Signal metal coverage by tile:
Bar = 50 microns. 31 x 31 tiles, from black (low) to pale yellow (high), scaled to the fullest tile. Values are wire area over tile area, all layers added.
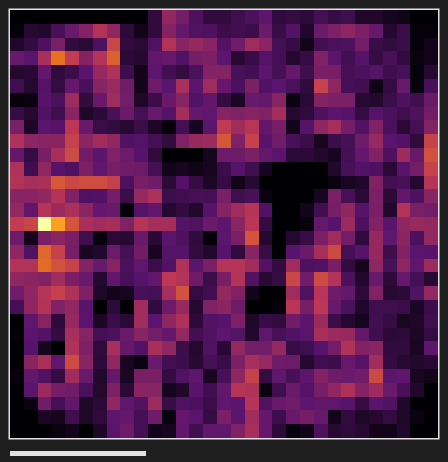
Routing congestion map:
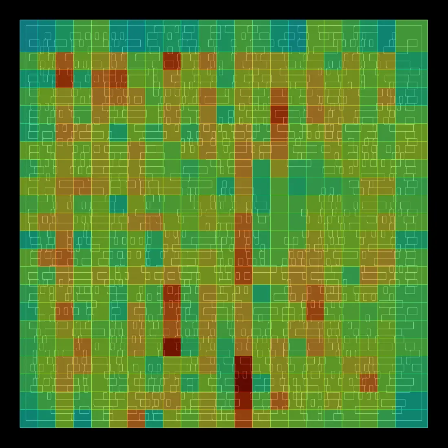
M1 wires:
Bar = 50 microns.
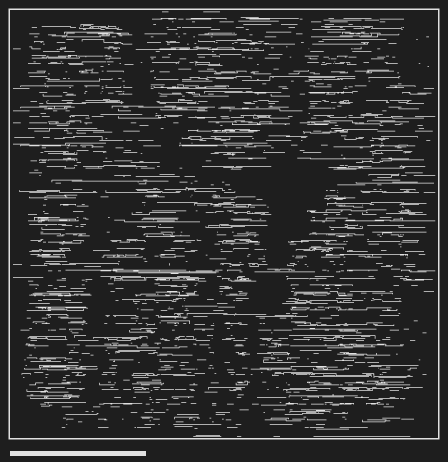
Local utilization:
Bar = 50 microns. 16 x 16 tiles, from black (low) to pale yellow (high), 0 to 100% covered.
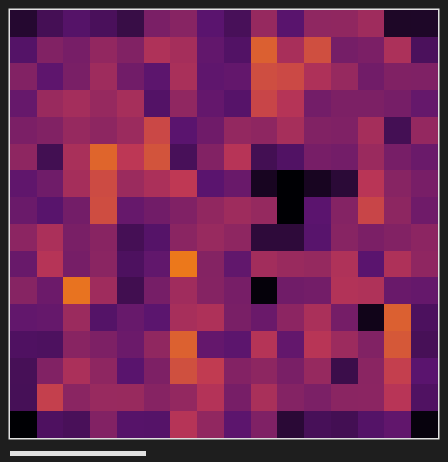
Signal wires on met2:
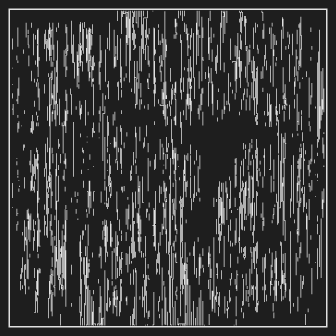
## config.mk

```make
export PLATFORM = sky130hd
export DESIGN_NAME = evo_xb_pmux_arb
export DESIGN_NICKNAME = d
export VERILOG_FILES = /design/src/rtl/evo_xb_pmux_pkg.sv /design/src/rtl/evo_xb_pmux_pin.sv /design/src/rtl/evo_xb_pmux_arb.sv
export SDC_FILE = /design/constraint.sdc
export NUM_CORES = 1
export LEC_CHECK = 0
export ABC_AREA = 1
export CAP_MARGIN = 30
export CELL_PAD_IN_SITES_DETAIL_PLACEMENT = 2
export CELL_PAD_IN_SITES_GLOBAL_PLACEMENT = 2
export CORE_MARGIN = 2
export CORE_UTILIZATION = 28
export DETAILED_ROUTE_END_ITERATION = 12
export PLACE_DENSITY_LB_ADDON = 0.1
export SETUP_SLACK_MARGIN = 0.2
export SKIP_CTS_REPAIR_TIMING = 1
export SLEW_MARGIN = 20
export SYNTH_ARGS = -nofsm -noshare
export SYNTH_HDL_FRONTEND = slang
export SYNTH_SLANG_ARGS = --single-unit
```

## constraint.sdc

```tcl
create_clock -name clk -period 4.5 [get_ports clk]
set_input_delay 1.35 -clock clk [delete_from_list [all_inputs] [get_ports clk]]
set_output_delay 1.35 -clock clk [all_outputs]
set_load 0.01 [all_outputs]
```

## src/rtl/evo_xb_pmux_pkg.sv

```systemverilog
// Shared types and index helpers for the registered, arbitrated crossbar pin mux.
package evo_xb_pmux_pkg;

  typedef enum logic [1:0] {
    PMUX_IDLE   = 2'd0,
    PMUX_OWNED  = 2'd1,
    PMUX_SWITCH = 2'd2
  } pmux_state_t;

  // Flat request/grant bit index of channel m on pin p.
  function automatic int unsigned pin_idx(int unsigned m, int unsigned p, int unsigned num_pins);
    return m * num_pins + p;
  endfunction

  function automatic int unsigned owner_width(int unsigned mux_width);
    return (mux_width > 1) ? $clog2(mux_width) : 1;
  endfunction

endpackage

```

## src/rtl/evo_xb_pmux_pin.sv

```systemverilog
// One pin of the crossbar mux: priority arbiter, ownership FSM, dead-time counter.
// Build option EVO_XB_PMUX_LOCK_EN makes ownership non-preemptive.
// state       | meaning
// PMUX_IDLE   | pin released, outputs 0
// PMUX_OWNED  | one channel granted, its dir/out registered onto the pin
// PMUX_SWITCH | hand-over dead-time, pin claimed but tristated
module evo_xb_pmux_pin
  import evo_xb_pmux_pkg::*;
#(
  parameter int MUX_WIDTH = 4,
  parameter int DEADTIME  = 2,
  parameter int OWNER_W   = 2
) (
  input  logic                 clk,
  input  logic                 reset,
  input  logic [MUX_WIDTH-1:0] req_i,
  input  logic [MUX_WIDTH-1:0] dir_i,
  input  logic [MUX_WIDTH-1:0] out_i,
  output logic [MUX_WIDTH-1:0] grant_o,
  output logic [OWNER_W-1:0]   owner_o,
  output logic                 port_dir_o,
  output logic                 port_out_o,
  output logic                 port_en_o
);

  localparam int CNT_W = (DEADTIME > 1) ? $clog2(DEADTIME) : 1;
  localparam logic [CNT_W-1:0] CNT_LOAD = (DEADTIME > 0) ? CNT_W'(DEADTIME - 1) : '0;

  pmux_state_t            state_q, state_d;
  logic [OWNER_W-1:0]     owner_q, owner_d;
  logic [CNT_W-1:0]       cnt_q, cnt_d;
  logic [MUX_WIDTH-1:0]   grant_q, grant_d;
  logic                   en_q, en_d;
  logic                   dir_q, dir_d;
  logic                   out_q, out_d;

  logic                   any_req;
  logic [OWNER_W-1:0]     winner;
  logic                   owner_held;
  logic                   preempt;

  always_comb begin
    any_req = |req_i;
    winner  = '0;
    for (int m = MUX_WIDTH - 1; m >= 0; m--) begin
      if (req_i[m]) winner = OWNER_W'(m);
    end
  end

  assign owner_held = req_i[owner_q];

`ifdef EVO_XB_PMUX_LOCK_EN
  assign preempt = 1'b0;
`else
  assign preempt = any_req && (winner < owner_q);
`endif

  always_comb begin
    state_d = state_q;
    owner_d = owner_q;
    cnt_d   = cnt_q;
    case (state_q)
      PMUX_IDLE: begin
        if (any_req) begin
          state_d = PMUX_OWNED;
          owner_d = winner;
        end
      end
      PMUX_OWNED: begin
        // A drop and a higher-priority request on the same edge is a single hand-over.
        if (!owner_held || preempt) begin
          if (!any_req) begin
            state_d = PMUX_IDLE;
          end else if (DEADTIME == 0) begin
            owner_d = winner;
          end else begin
            state_d = PMUX_SWITCH;
            cnt_d   = CNT_LOAD;
          end
        end
      end
      PMUX_SWITCH: begin
        if (cnt_q == '0) begin
          if (any_req) begin
            state_d = PMUX_OWNED;
            owner_d = winner;
          end else begin
            state_d = PMUX_IDLE;
          end
        end else begin
          cnt_d = cnt_q - 1'b1;
        end
      end
      default: state_d = PMUX_IDLE;
    endcase
  end

  always_comb begin
    grant_d = '0;
    en_d    = (state_d != PMUX_IDLE);
    dir_d   = 1'b0;
    out_d   = 1'b0;
    if (state_d == PMUX_OWNED) begin
      grant_d[owner_d] = 1'b1;
      dir_d            = dir_i[owner_d];
      out_d            = out_i[owner_d];
    end
  end

  always_ff @(posedge clk or posedge reset) begin
    if (reset) begin
      state_q <= PMUX_IDLE;
      owner_q <= '0;
      cnt_q   <= '0;
      grant_q <= '0;
      en_q    <= 1'b0;
      dir_q   <= 1'b0;
      out_q   <= 1'b0;
    end else begin
      state_q <= state_d;
      owner_q <= owner_d;
      cnt_q   <= cnt_d;
      grant_q <= grant_d;
      en_q    <= en_d;
      dir_q   <= dir_d;
      out_q   <= out_d;
    end
  end

  assign grant_o    = grant_q;
  assign owner_o    = owner_q;
  assign port_dir_o = dir_q;
  assign port_out_o = out_q;
  assign port_en_o  = en_q;

endmodule

```

## src/rtl/evo_xb_pmux_arb.sv

```systemverilog
// Registered, arbitrated pin mux for one crossbar port; regroups channel-major vectors per pin.
// Build option EVO_XB_PMUX_LOCK_EN (handled per pin) selects non-preemptive ownership.
module evo_xb_pmux_arb
  import evo_xb_pmux_pkg::*;
#(
  parameter  int NUM_PINS  = 8,
  parameter  int MUX_WIDTH = 4,
  parameter  int DEADTIME  = 2,
  localparam int OWNER_W   = owner_width(MUX_WIDTH)
) (
  input  logic                          clk,
  input  logic                          reset,
  input  logic [NUM_PINS*MUX_WIDTH-1:0] req_i,
  input  logic [NUM_PINS*MUX_WIDTH-1:0] dir_i,
  input  logic [NUM_PINS*MUX_WIDTH-1:0] out_i,
  output logic [NUM_PINS*MUX_WIDTH-1:0] grant_o,
  output logic [NUM_PINS*OWNER_W-1:0]   owner_o,
  output logic [NUM_PINS-1:0]           port_dir_o,
  output logic [NUM_PINS-1:0]           port_out_o,
  output logic [NUM_PINS-1:0]           port_en_o
);

  for (genvar p = 0; p < NUM_PINS; p++) begin : g_pin
    logic [MUX_WIDTH-1:0] req_p;
    logic [MUX_WIDTH-1:0] dir_p;
    logic [MUX_WIDTH-1:0] out_p;
    logic [MUX_WIDTH-1:0] grant_p;

    for (genvar m = 0; m < MUX_WIDTH; m++) begin : g_ch
      assign req_p[m] = req_i[pin_idx(m, p, NUM_PINS)];
      assign dir_p[m] = dir_i[pin_idx(m, p, NUM_PINS)];
      assign out_p[m] = out_i[pin_idx(m, p, NUM_PINS)];
      assign grant_o[pin_idx(m, p, NUM_PINS)] = grant_p[m];
    end

    evo_xb_pmux_pin #(
      .MUX_WIDTH (MUX_WIDTH),
      .DEADTIME  (DEADTIME),
      .OWNER_W   (OWNER_W)
    ) u_pin (
      .clk        (clk),
      .reset      (reset),
      .req_i      (req_p),
      .dir_i      (dir_p),
      .out_i      (out_p),
      .grant_o    (grant_p),
      .owner_o    (owner_o[p*OWNER_W +: OWNER_W]),
      .port_dir_o (port_dir_o[p]),
      .port_out_o (port_out_o[p]),
      .port_en_o  (port_en_o[p])
    );
  end

endmodule

```

==> impl_metrics.json <==
{
  "ir_drop_v": 0.000202,
  "cts_tree": "yes",
  "power.density_nw_per_um2": 632,
  "mi_logic_area_sq_um": 3420,
  "avgSynthCellArea_sq_um": 7.50,
  "design_area_sq_um": 8780,
  "r2r_setup_slack_ns": 2.50,
  "synth_area_leader_cell": "dfrtp_1",
  "startpoint_type": "input pin",
  "path_class": "in2reg",
  "status": "finished clean",
  "edf_count": 0,
  "dr.pass1.iters": 4,
  "root_buffer": "clkbuf_16",
  "antenna_cells": 0,
  "nets": 1171,
  "yosysUniqueCellTypes": 40,
  "clk_pin_slew_worst_paths_ns": 0.07,
  "drt_iter0_drc": 135,
  "min_from": "g_pin[7].u_pin.cnt_q$_DFFE_PP0P_",
  "end_kind": "flip-flop",
  "port_buffers": 169,
  "reg2reg_to": "g_pin[2].u_pin.port_out_o$_DFF_PP0_",
  "insertion_delay_ns": 0.36,
  "cts_num_sinks": 96,
  "synth_nets": 1015,
  "netlist_area_sq_um": 6570,
  "numCtsBuffers": 9,
  "min_path_type": "reg2reg",
  "ys_cells": 877,
  "nNonClkInverters": 149,
  "wl_per_cell_microns": 14.7
}
## Picture notes: 'signal metal coverage by tile'
nearly empty tiles = 7.3%
tiles over half the peak = 4.0%
fullest tile = 0.54

## Picture notes: 'routing congestion map'
GRT Total Usage: 0.171
met1 Resource Use GR: 0.204
GRT met3 Usage: 0.0520
Most Used Layer, Global Route: met2
met2 Use GR: 0.299

## Picture notes: 'M1 wires'
wire length on this layer = 8670 microns
share of all routed wire = 43%
main direction = horizontal
nets with wire on the layer = 1025
longest straight run = 44.2 microns

## Picture notes: 'local utilization'
fullest tile = 69%
nearly empty tiles = 1.6%
mean over tiles = 34%
CORE AREA: 23300 sq um
fin util: 0.377
Init Core Util: 0.283

## Picture notes: 'signal wires on met2'
share of all routed wire = 49%
main direction = vertical
wire length on this layer = 9720 microns
vias: 6032
Routed WL: 20000 microns

## worst max-delay path by stage
stage,start,end
CTS,req_i[0],g_pin[0].u_pin.grant_o[2]$_DFF_PP0_
detailed placement,req_i[0],g_pin[0].u_pin.grant_o[2]$_DFF_PP0_
floorplan,reset,g_pin[0].u_pin.cnt_q$_DFFE_PP0P_
finish,req_i[0],g_pin[0].u_pin.grant_o[2]$_DFF_PP0_
global route,req_i[8],g_pin[0].u_pin.grant_o[2]$_DFF_PP0_
global placement,req_i[1],g_pin[1].u_pin.port_en_o$_DFF_PP0_
## cells by family (layout without fill, tap and decap cells)
kind of cell	count (synthesis)	count (layout)	synth area share
AND-OR/OR-AND	107	107	0.107
flip-flops	96	96	0.365
buffers and inverters	174	335	0.114
adder cells (fa/ha/maj)	40	40	0.0761
AND/OR/NAND/NOR	460	460	0.337
## where the power goes
part | switching, W | internal (W) | total, W
sequential | 0.000262 | 0.00120 | 0.00146
combinational | 0.00204 | 0.00129 | 0.00333
clock | 0.000367 | 0.000393 | 0.000760
total | 0.00267 | 0.00288 | 0.00555
## registers in the layout, summed over array words and instances (netlist names)
signal                  cells
g_pin.u_pin.state_q        16
g_pin.u_pin.grant_o        32
g_pin.u_pin.cnt_q           8
g_pin.u_pin.port_en_o       8
g_pin.u_pin.port_out_o      8
g_pin.u_pin.owner_o        16
g_pin.u_pin.port_dir_o      8
## cells in the final DEF, fill, tap and decap left out, types with 2 or more instances in the layout
cell / instances
o21ai_4: 3
inv_1: 113
a21boi_2: 2
o21ai_0: 34
nand2_1: 240
nor2_2: 29
ha_1: 40
or2_1: 2
a21oi_1: 21
clkdlybuf4s50_1: 169
nand2_2: 25
nand3_1: 55
inv_2: 34
clkbuf_16: 9
o21ai_1: 16
nor2_1: 59
nor2_4: 8
o211ai_1: 2
nor3_1: 5
a21oi_4: 3
nand3_2: 6
clkinv_2: 3
dfrtp_1: 96
o22ai_1: 3
nand3b_2: 2
nor3_2: 8
a21boi_0: 4
inv_6: 2
clkinvlp_4: 2
o21ai_2: 11
nand4_1: 10
a21oi_2: 4
nand2_4: 6
## critical path: stages
cell,delay [ns]
clkdlybuf4s50_1,0.49
nor2_4,0.16
inv_2,0.04
nor2_2,0.11
ha_1,0.24
nand2_1,0.07
nand2_1,0.09
nand3_1,0.09
nand2_1,0.07
nand2_1,0.09
nand4_2,0.18
nor2_1,0.19
## through the flow
step / std cells / total power [W] / setup slack, ns
2_1_floorplan: 877 / 0.00372 / 0.645
3_3_place_gp: 1341 / 0.00478 / 1.31
3_5_place_dp: 1341 / 0.00487 / 1.23
4_1_cts: 1357 / 0.00568 / 1.55
5_1_grt: 1357 / 0.00617 / 1.39
6_report: 1357 / 0.00555 / 1.59
## routing by layer
layer / track usage / wire length (microns) / up-vias
met3: 0.0520 / 1290 / 19
met1: 0.204 / 8670 / 2880
met2: 0.299 / 9720 / 110
met5: 0 / 0 / -
li1: - / - / 3023
met4: 0.0459 / 277 / 0
Power and IR drop assume default switching activity.
